$ cat config.mk
export PLATFORM = sky130hd
export DESIGN_NAME = regfile_param_sb
export DESIGN_NICKNAME = d
export VERILOG_FILES = /design/src/rtl/regfile_param_sb.sv
export SDC_FILE = /design/constraint.sdc
export NUM_CORES = 1
export LEC_CHECK = 0
export ABC_AREA = 0
export ABC_CLOCK_PERIOD_IN_PS = 6900
export CAP_MARGIN = 20
export CORE_UTILIZATION = 60
export CTS_CLUSTER_SIZE = 40
export DETAILED_ROUTE_END_ITERATION = 10
export GPL_ROUTABILITY_DRIVEN = 0
export HOLD_SLACK_MARGIN = 0.12
export PLACE_DENSITY = 0.76
export SLEW_MARGIN = 25
export SYNTH_ARGS = -nofsm -noshare
export SYNTH_HDL_FRONTEND = slang
export SYNTH_SLANG_ARGS = --single-unit
$ cat constraint.sdc
create_clock -name clk -period 6.9 [get_ports clk]
set_input_delay 1.38 -clock clk [delete_from_list [all_inputs] [get_ports clk]]
set_output_delay 1.38 -clock clk [all_outputs]
set_load 0.05 [all_outputs]
$ cat src/rtl/regfile_param_sb.sv
// Purpose : multi-read-port GPR file with x0 hardwired to zero, optional write->read
//           bypass, a post-reset clear sequencer and a per-register pending scoreboard.
// Latency : reads are combinational (0 cycles); writes/reserves take effect at the next rising edge.
// Backpressure: none inside the block; busy[i] tells decode to stall on a RAW hazard.
// Ports   : clk/rst_n (async active-low); init_done high once the clear sequence ends;
//           we/waddr/wdata writeback port; raddr/rdata packed read ports (port i at slice i);
//           rsv_en/rsv_addr mark a destination pending; busy[i] = port i reads a pending reg.
module regfile_param_sb #(
  parameter int XLEN   = 32,
  parameter int DEPTH  = 32,
  parameter int NUM_RD = 2,
  parameter bit BYPASS = 1'b1,
  localparam int AW    = $clog2(DEPTH)
) (
  input  logic                   clk,
  input  logic                   rst_n,
  output logic                   init_done,
  input  logic                   we,
  input  logic [AW-1:0]          waddr,
  input  logic [XLEN-1:0]        wdata,
  input  logic [NUM_RD*AW-1:0]   raddr,
  output logic [NUM_RD*XLEN-1:0] rdata,
  input  logic                   rsv_en,
  input  logic [AW-1:0]          rsv_addr,
  output logic [NUM_RD-1:0]      busy
);

  typedef enum logic {ST_INIT, ST_RUN} state_t;

  state_t            state_q, state_d;
  logic [AW-1:0]     clr_ptr_q, clr_ptr_d;
  logic [DEPTH-1:0]  pend_q, pend_d;
  logic [XLEN-1:0]   mem_q [DEPTH];

  logic              mem_we;
  logic [AW-1:0]     mem_wa;
  logic [XLEN-1:0]   mem_wd;
  logic              run;

  assign run       = (state_q == ST_RUN);
  assign init_done = run;

  // Sequencer and storage write port: INIT owns the write port, RUN hands it to writeback.
  always_comb begin
    state_d   = state_q;
    clr_ptr_d = clr_ptr_q;
    mem_we    = 1'b0;
    mem_wa    = waddr;
    mem_wd    = wdata;
    case (state_q)
      ST_INIT: begin
        mem_we = 1'b1;
        mem_wa = clr_ptr_q;
        mem_wd = '0;
        // Hold the pointer on the last entry so it never wraps back to 0.
        if (clr_ptr_q == AW'(DEPTH - 1)) begin
          state_d = ST_RUN;
        end else begin
          clr_ptr_d = clr_ptr_q + AW'(1);
        end
      end
      ST_RUN: begin
        mem_we = we && (waddr != '0);
      end
      default: begin
        state_d = ST_INIT;
      end
    endcase
  end

  // Scoreboard: the reserve is applied after the release so set wins over clear.
  always_comb begin
    pend_d = pend_q;
    if (run) begin
      if (we) begin
        pend_d[waddr] = 1'b0;
      end
      if (rsv_en) begin
        pend_d[rsv_addr] = 1'b1;
      end
    end
    pend_d[0] = 1'b0;
  end

  always_ff @(posedge clk or negedge rst_n) begin
    if (!rst_n) begin
      state_q   <= ST_INIT;
      clr_ptr_q <= AW'(1);
      pend_q    <= '0;
    end else begin
      state_q   <= state_d;
      clr_ptr_q <= clr_ptr_d;
      pend_q    <= pend_d;
    end
  end

  // Storage has no reset; the clear sequencer zeroes it. Entry 0 is never read.
  always_ff @(posedge clk) begin
    if (mem_we) begin
      mem_q[mem_wa] <= mem_wd;
    end
  end

  // Read ports and hazard flags. While clearing, everything reads as zero / not busy.
  always_comb begin
    logic [AW-1:0] ra;
    logic          fwd;
    rdata = '0;
    busy  = '0;
    ra    = '0;
    fwd   = 1'b0;
    for (int i = 0; i < NUM_RD; i++) begin
      ra  = raddr[i*AW +: AW];
      fwd = BYPASS && we && (waddr == ra);
      if (run && (ra != '0)) begin
        rdata[i*XLEN +: XLEN] = fwd ? wdata : mem_q[ra];
        busy[i]               = pend_q[ra] && !fwd;
      end
    end
  end

endmodule

==> run_results.csv, run 1 <==
group,metric,value,unit
setup_path,worstPathRequired,5.52,ns
synth,yosys-stat-cells,2894,
routing,final_antenna_net_count,0,
die,design.portCount,123,
final_timing,final.min_clock_period,6.05,ns
synth,netlist_area,50600,um2
final_timing,tightestPinTransition,1.11,ns
synth,synth-warning-count,0,
cts,htree_levels,3,
synth,yosys.cell_types.count,65,
power_and_ir_drop,lkg_pwr,18.9,nW
die,die_w,293,um
routing,highest_layer,"met5",
cells_and_area,nNetsFinal,3048,
cts,post_cts_hold_buffer_count,0,
setup_path,crit_path_frequent_cell,"clkdlybuf4s50_1",
setup_path,criticalPathCategory,"primary input to primary output",
setup_path,cpLargestDelayFamily,"buffers and inverters",
power_and_ir_drop,ir_drop,219,uV
synth,synth-area-yosys,50600,um2
routing,route.met3.wl,21100,um
setup_path,critPathCaptureType,"primary output",
cells_and_area,num_antenna_cells,0,
run_status,result_of_the_run,"finished clean",
routing,drc,0,
final_timing,final_hold_viol_count,0,
synth,count_of_flip_flops_with_a_built_in_enable_after_synthesis,1024,
cts,ctsRootBufferMaster,"clkbuf_16",
die,core,83600,um2
placed_design,place_inst,3959,
routing,detailedRoute.firstIterationViolations,4611,
setup_path,cp_cell_sequence,"clkdlybuf4s50_1, xnor2_1, nand3_2, o311ai_4, buf_4, a21oi_1, a211o_1, clkdlybuf4s50_1",
cts,ctsResizeCount,0,
global_routing,grt_use_total,0.355,
synth,average_cell_area_after_synthesis,17.5,um2
cts,clk_transition_reported_paths,0.06,ns
cts,cts_buffers,108,
cts,insertion_delay,0.67,ns
final_timing,worst_slew_margin_rel,0.253,
run,drv.max_cap_violation_count,0,
final_timing,max_freq,165,MHz
final_timing,finalMaxSlewViolations,0,
synth,synth.net_count,2952,
[run 1: sequential cells by signal (all words and copies together), names as in the netlist]
signal     flops
mem_q       1024
clr_ptr_q      5
pend_q        31
init_done      1
[run 1: cell usage in the layout (no fill, tap or decap), types with 73 or more instances in the layout]
master / count
edfxtp_1: 1024
clkdlybuf4s50_1: 73
a221oi_1: 161
buf_4: 125
mux2i_1: 345
mux4_2: 372
clkbuf_16: 112
a22oi_1: 89
a21oi_1: 97
o21ai_0: 130
[run 1: synthesized netlist by cell type (3+ instances only)]
cell	instances	area, um2
a211o_1	58	508
a211oi_1	59	443
a21oi_1	97	485
a221oi_1	161	1410
a22oi_1	89	668
a32o_1	3	30.0
and2_1	61	382
buf_1	20	75.1
buf_2	73	365
buf_4	29	218
buf_6	9	101
clkbuf_1	103	387
dfrtp_1	36	901
edfxtp_1	1024	30700
inv_1	6	22.5
mux2_2	5	56.3
mux2i_1	345	3450
mux4_2	372	8380
nand2_1	31	116
nand3_1	11	55.1
nand3b_1	5	37.5
nand4_1	5	31.3
nor2_1	54	203
nor2b_1	8	50.1
nor3_1	4	20.0
o211ai_1	9	67.6
o21ai_0	130	651
o21bai_1	28	210
or3b_2	4	35.0
xnor2_1	12	105
[run 1: stage by stage]
step            util  hold WS [ns]  instance area [um2]  power (W)  setup WS [ns]
6_report       0.680         0.545                56800     0.0146          0.855
3_5_place_dp   0.637         0.524                53200    0.00877          0.942
4_1_cts        0.680         0.539                56800     0.0146          0.926
3_3_place_gp   0.636         0.502                53100    0.00874          0.665
5_1_grt        0.680         0.566                56800     0.0149          0.822
2_1_floorplan      -         0.482                50600    0.00827           1.84
[run 1: kinds of logic after synthesis]
family	share of synthesized area
flip-flops	0.626
multiplexers	0.235
AND-OR/OR-AND	0.0923
buffers and inverters	0.0241
AND/OR/NAND/NOR	0.0204
XOR/XNOR	0.00240
adder cells (fa/ha/maj)	0.000494
[run 1: final timing paths]
check | start | endpoint | cells after the start
setup / recovery | waddr[3] | rdata[31] | 8
hold / removal | pend_q[14] | pend_q[14] | 2
setup reg to reg | init_done | mem_q[9][26] | 5
hold reg to reg | pend_q[14] | pend_q[14] | 2
max in group asynchronous | rst_n | init_done | 2
min in group asynchronous | rst_n | pend_q[18] | 2
[run 1: area by class of cell]
| cell class | instances | area, um2 | area share |
|---|---|---|---|
| Timing Repair Buffer | 223 | 2120 | 0.0373 |
| Sequential cell | 1061 | 31700 | 0.557 |
| Multi-Input combinational cell | 1587 | 18100 | 0.318 |
| Clock inverter | 77 | 752 | 0.0132 |
| Clock buffer | 125 | 2850 | 0.0502 |
| Inverter | 9 | 36.3 | 0.000638 |
| Tap cell | 1080 | 1350 | 0.0238 |
[run 1: power breakdown]
part           internal [W]  switching (W)  leakage [nW]
logic              0.000558       0.000982          7.45
registers           0.00711      0.0000219          9.68
clock network       0.00347        0.00249          1.74
[run 1: worst register-to-register path, stage by stage, from the launching register on]
cell     delay [ns]
dfrtp_2        0.82
buf_4          0.66
mux2i_1        0.43
nand2_1        0.33
nor2_4         0.90
buf_4          0.51
[run 1: routing by layer]
metal,vias to the layer above,track usage
met5,-,0
li1,12577,-
met1,16447,0.474
met2,2703,0.548
met3,500,0.0970
met4,4,0.165
==> run_1/pdn.png <==
Pins as bars on the die edge.
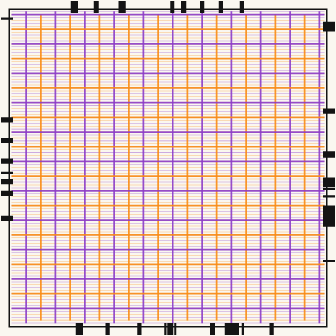
VSS: marked purple. VDD: marked orange.
21 straps on met5. 107 met1 rails follow the rows. 21 straps on met4.

==> run_1/metal_stack.png <==
Two of the layers only.
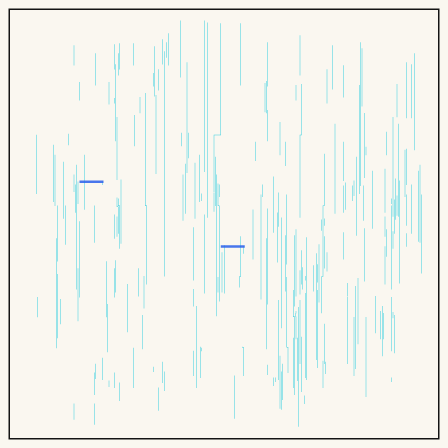
met5: marked blue, wire length 29.4 um. met4: marked cyan, wire length 7120 um.

==> run_1/cell_classes.png <==
The bar under the picture is 100 um long.
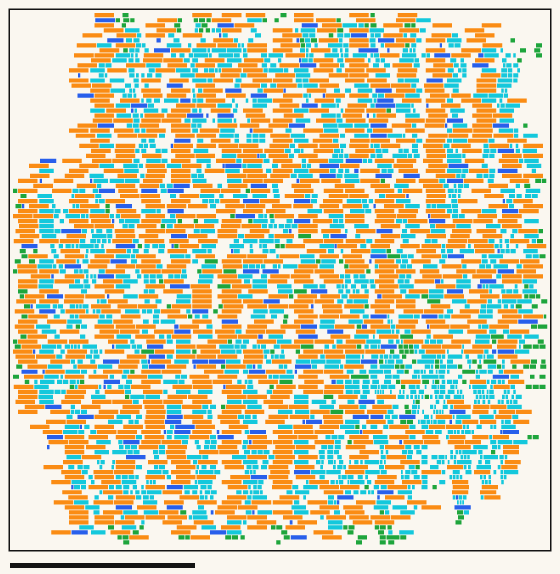
other buffers and delay cells: marked green, cells 223, share of their area 3.8%. flip-flops: marked orange, cells 1061, share of their area 57%. clock drivers and dummy loads: marked blue, cells 202, share of their area 6.5%. all other logic: marked cyan, cells 1596, share of their area 33%.

==> run 2: changes to the inputs <==
--- a/config.mk
+++ b/config.mk
@@ -7,7 +7,6 @@
 export LEC_CHECK = 0
 export ABC_AREA = 0
 export ABC_CLOCK_PERIOD_IN_PS = 6900
-export CAP_MARGIN = 20
 export CORE_UTILIZATION = 60
 export CTS_CLUSTER_SIZE = 40
 export DETAILED_ROUTE_END_ITERATION = 10
==> run_results.csv, run 2 <==
group,metric,value,unit
min_path,hold_depth,2,
synth,count_of_flip_flops_with_a_built_in_enable_after_synthesis,1024,
placed_design,pre_cts_slack,0.942,ns
setup_path,critPathCaptureType,"primary output",
cells_and_area,nNetsFinal,3048,
cells_and_area,largest_reg_flops,1024,
cts,post_cts_hold_buffer_count,0,
routing,detailedRoute.firstIterationViolations,4611,
synth,yosys.cell_types.count,65,
cells_and_area,lay_top_count,"edfxtp_1",
routing,final_antenna_net_count,0,
synth,netlist_area,50600,um2
run_status,result_of_the_run,"finished clean",
synth,top_cell_area_share,0.607,
synth,average_cell_area_after_synthesis,17.5,um2
cells_and_area,largestRegisters,"mem_q (1024), pend_q (31), clr_ptr_q (5)",
power_and_ir_drop,finalPower,0.0146,W
cts,htree_levels,3,
final_timing,max_freq,165,MHz
cts,ctsRootBufferMaster,"clkbuf_16",
setup_path,criticalPathCategory,"primary input to primary output",
synth,synth-area-yosys,50600,um2
final_timing,tightestPinTransition,1.11,ns
synth,yosys-stat-cells,2894,
final_timing,finalMaxSlewViolations,0,
cells_and_area,layout_top_cells,"edfxtp_1 (1024), mux4_2 (372), mux2i_1 (345)",
global_routing,grt_use_total,0.355,
synth,synth.largest_area_cell,"edfxtp_1",
setup_path,worstPathRequired,5.52,ns
cts,ctsResizeCount,0,
setup_path,worst_r2r_path_depth,5,
cts,clk_transition_reported_paths,0.06,ns
synth,synth-warning-count,0,
==> run 2: cell counts after synthesis <==
No cell type changed its count.
==> run 2: worst max-delay path: stages <==
cell and delay [ns]:
clkdlybuf4s50_1 0.57, xnor2_1 0.30, nand3_2 0.20, o311ai_4 0.57, buf_4 0.48, a21oi_1 0.11
a211o_1 0.32, clkdlybuf4s50_1 0.71
==> run 2: worst paths after layout <==
| kind | endpoint | startpoint |
|---|---|---|
| setup / recovery | rdata[31] | waddr[3] |
| hold / removal | pend_q[14] | pend_q[14] |
| setup reg to reg | mem_q[9][26] | init_done |
| hold reg to reg | pend_q[14] | pend_q[14] |
| max in group asynchronous | init_done | rst_n |
| min in group asynchronous | pend_q[18] | rst_n |
==> run 2: metal layers <==
layer  track usage  vias up  share of wire
met5             0        -        0.00019
met4         0.165        4          0.047
met3        0.0970      500           0.14
met2         0.548     2703           0.47
met1         0.474    16447           0.35
li1              -    12577              -
==> run 2: kinds of logic (layout without fill, tap and decap cells) <==
logic type	after synthesis	count (layout)	share of synthesized area
compound gates	654	654	0.0923
xor+xnor	13	13	0.00240
fa+ha+maj	2	2	0.000494
buf+inv	246	434	0.0241
flops	1061	1061	0.626
mux	722	722	0.235
simple gates	196	196	0.0204
==> run 2: cell type report <==
cell class	count	area, um2	area share
inverter	9	36.3	0.000638
clock buffer	125	2850	0.0502
clock inverter	77	752	0.0132
timing repair buffer	223	2120	0.0373
tap	1080	1350	0.0238
sequential	1061	31700	0.557
multi-input combinational	1587	18100	0.318
==> run 2: power by group <==
group          total (W)  internal, W  switching (W)  leakage [nW]
registers        0.00713      0.00711      0.0000219          9.68
logic            0.00154     0.000558       0.000982          7.45
clock network    0.00596      0.00347        0.00249          1.74
total             0.0146       0.0111        0.00349          18.9
==> run 2: metrics by stage <==
stage | hold slack [ns] | util | instance area [um2] | std cells
global placement | 0.502 | 0.636 | 53100 | 3955
finish | 0.545 | 0.680 | 56800 | 4162
CTS | 0.539 | 0.680 | 56800 | 4161
global route | 0.566 | 0.680 | 56800 | 4162
detailed placement | 0.524 | 0.637 | 53200 | 3959
floorplan | 0.482 | - | 50600 | 2894
==> run_2/clock_map.png <==
The bar under the picture is 100 um long.
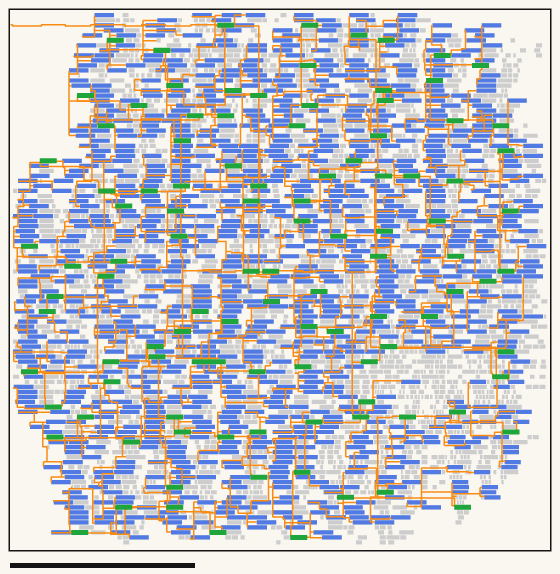
cells driving clock nets: marked green, count 108. flip-flops: marked blue, count 1061. clock wires: marked orange, length 11800 um.
There are 109 routed clock nets. Position of the flops: spread over the die.
clock network power: 0.00596 W
power share of the clock group: 0.407
Clock Skew: 0.0196 ns
worst-skew pair later-pin latency: 0.67 ns

==> run_2/final_clocks.png <==
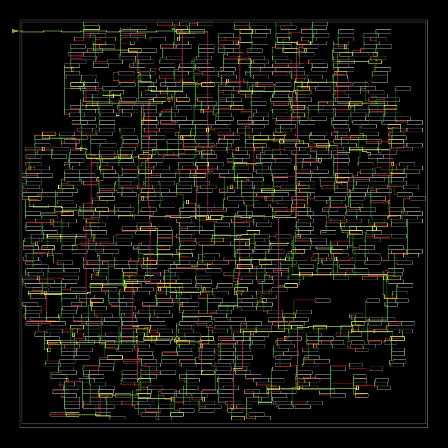
flip-flops: 1061
final-layout clock buffer total: 125
count of clock tree sinks: 1061
number of CTS-inserted buffers: 108

==> run_2/pdn.png <==
Pins as bars on the die edge.
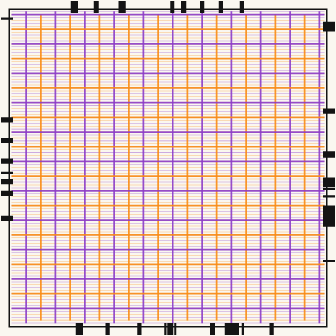
VDD: marked orange. VSS: marked purple.
The core has 106 rows. 123 signal pins sit on the boundary. 21 straps on met4. 107 met1 rails follow the rows.
maximum VDD drop: 219 uV
overall die width: 293 um
Floorplan Core Area: 83600 um2
vertical die size: 293 um

Power and IR drop assume default switching activity.
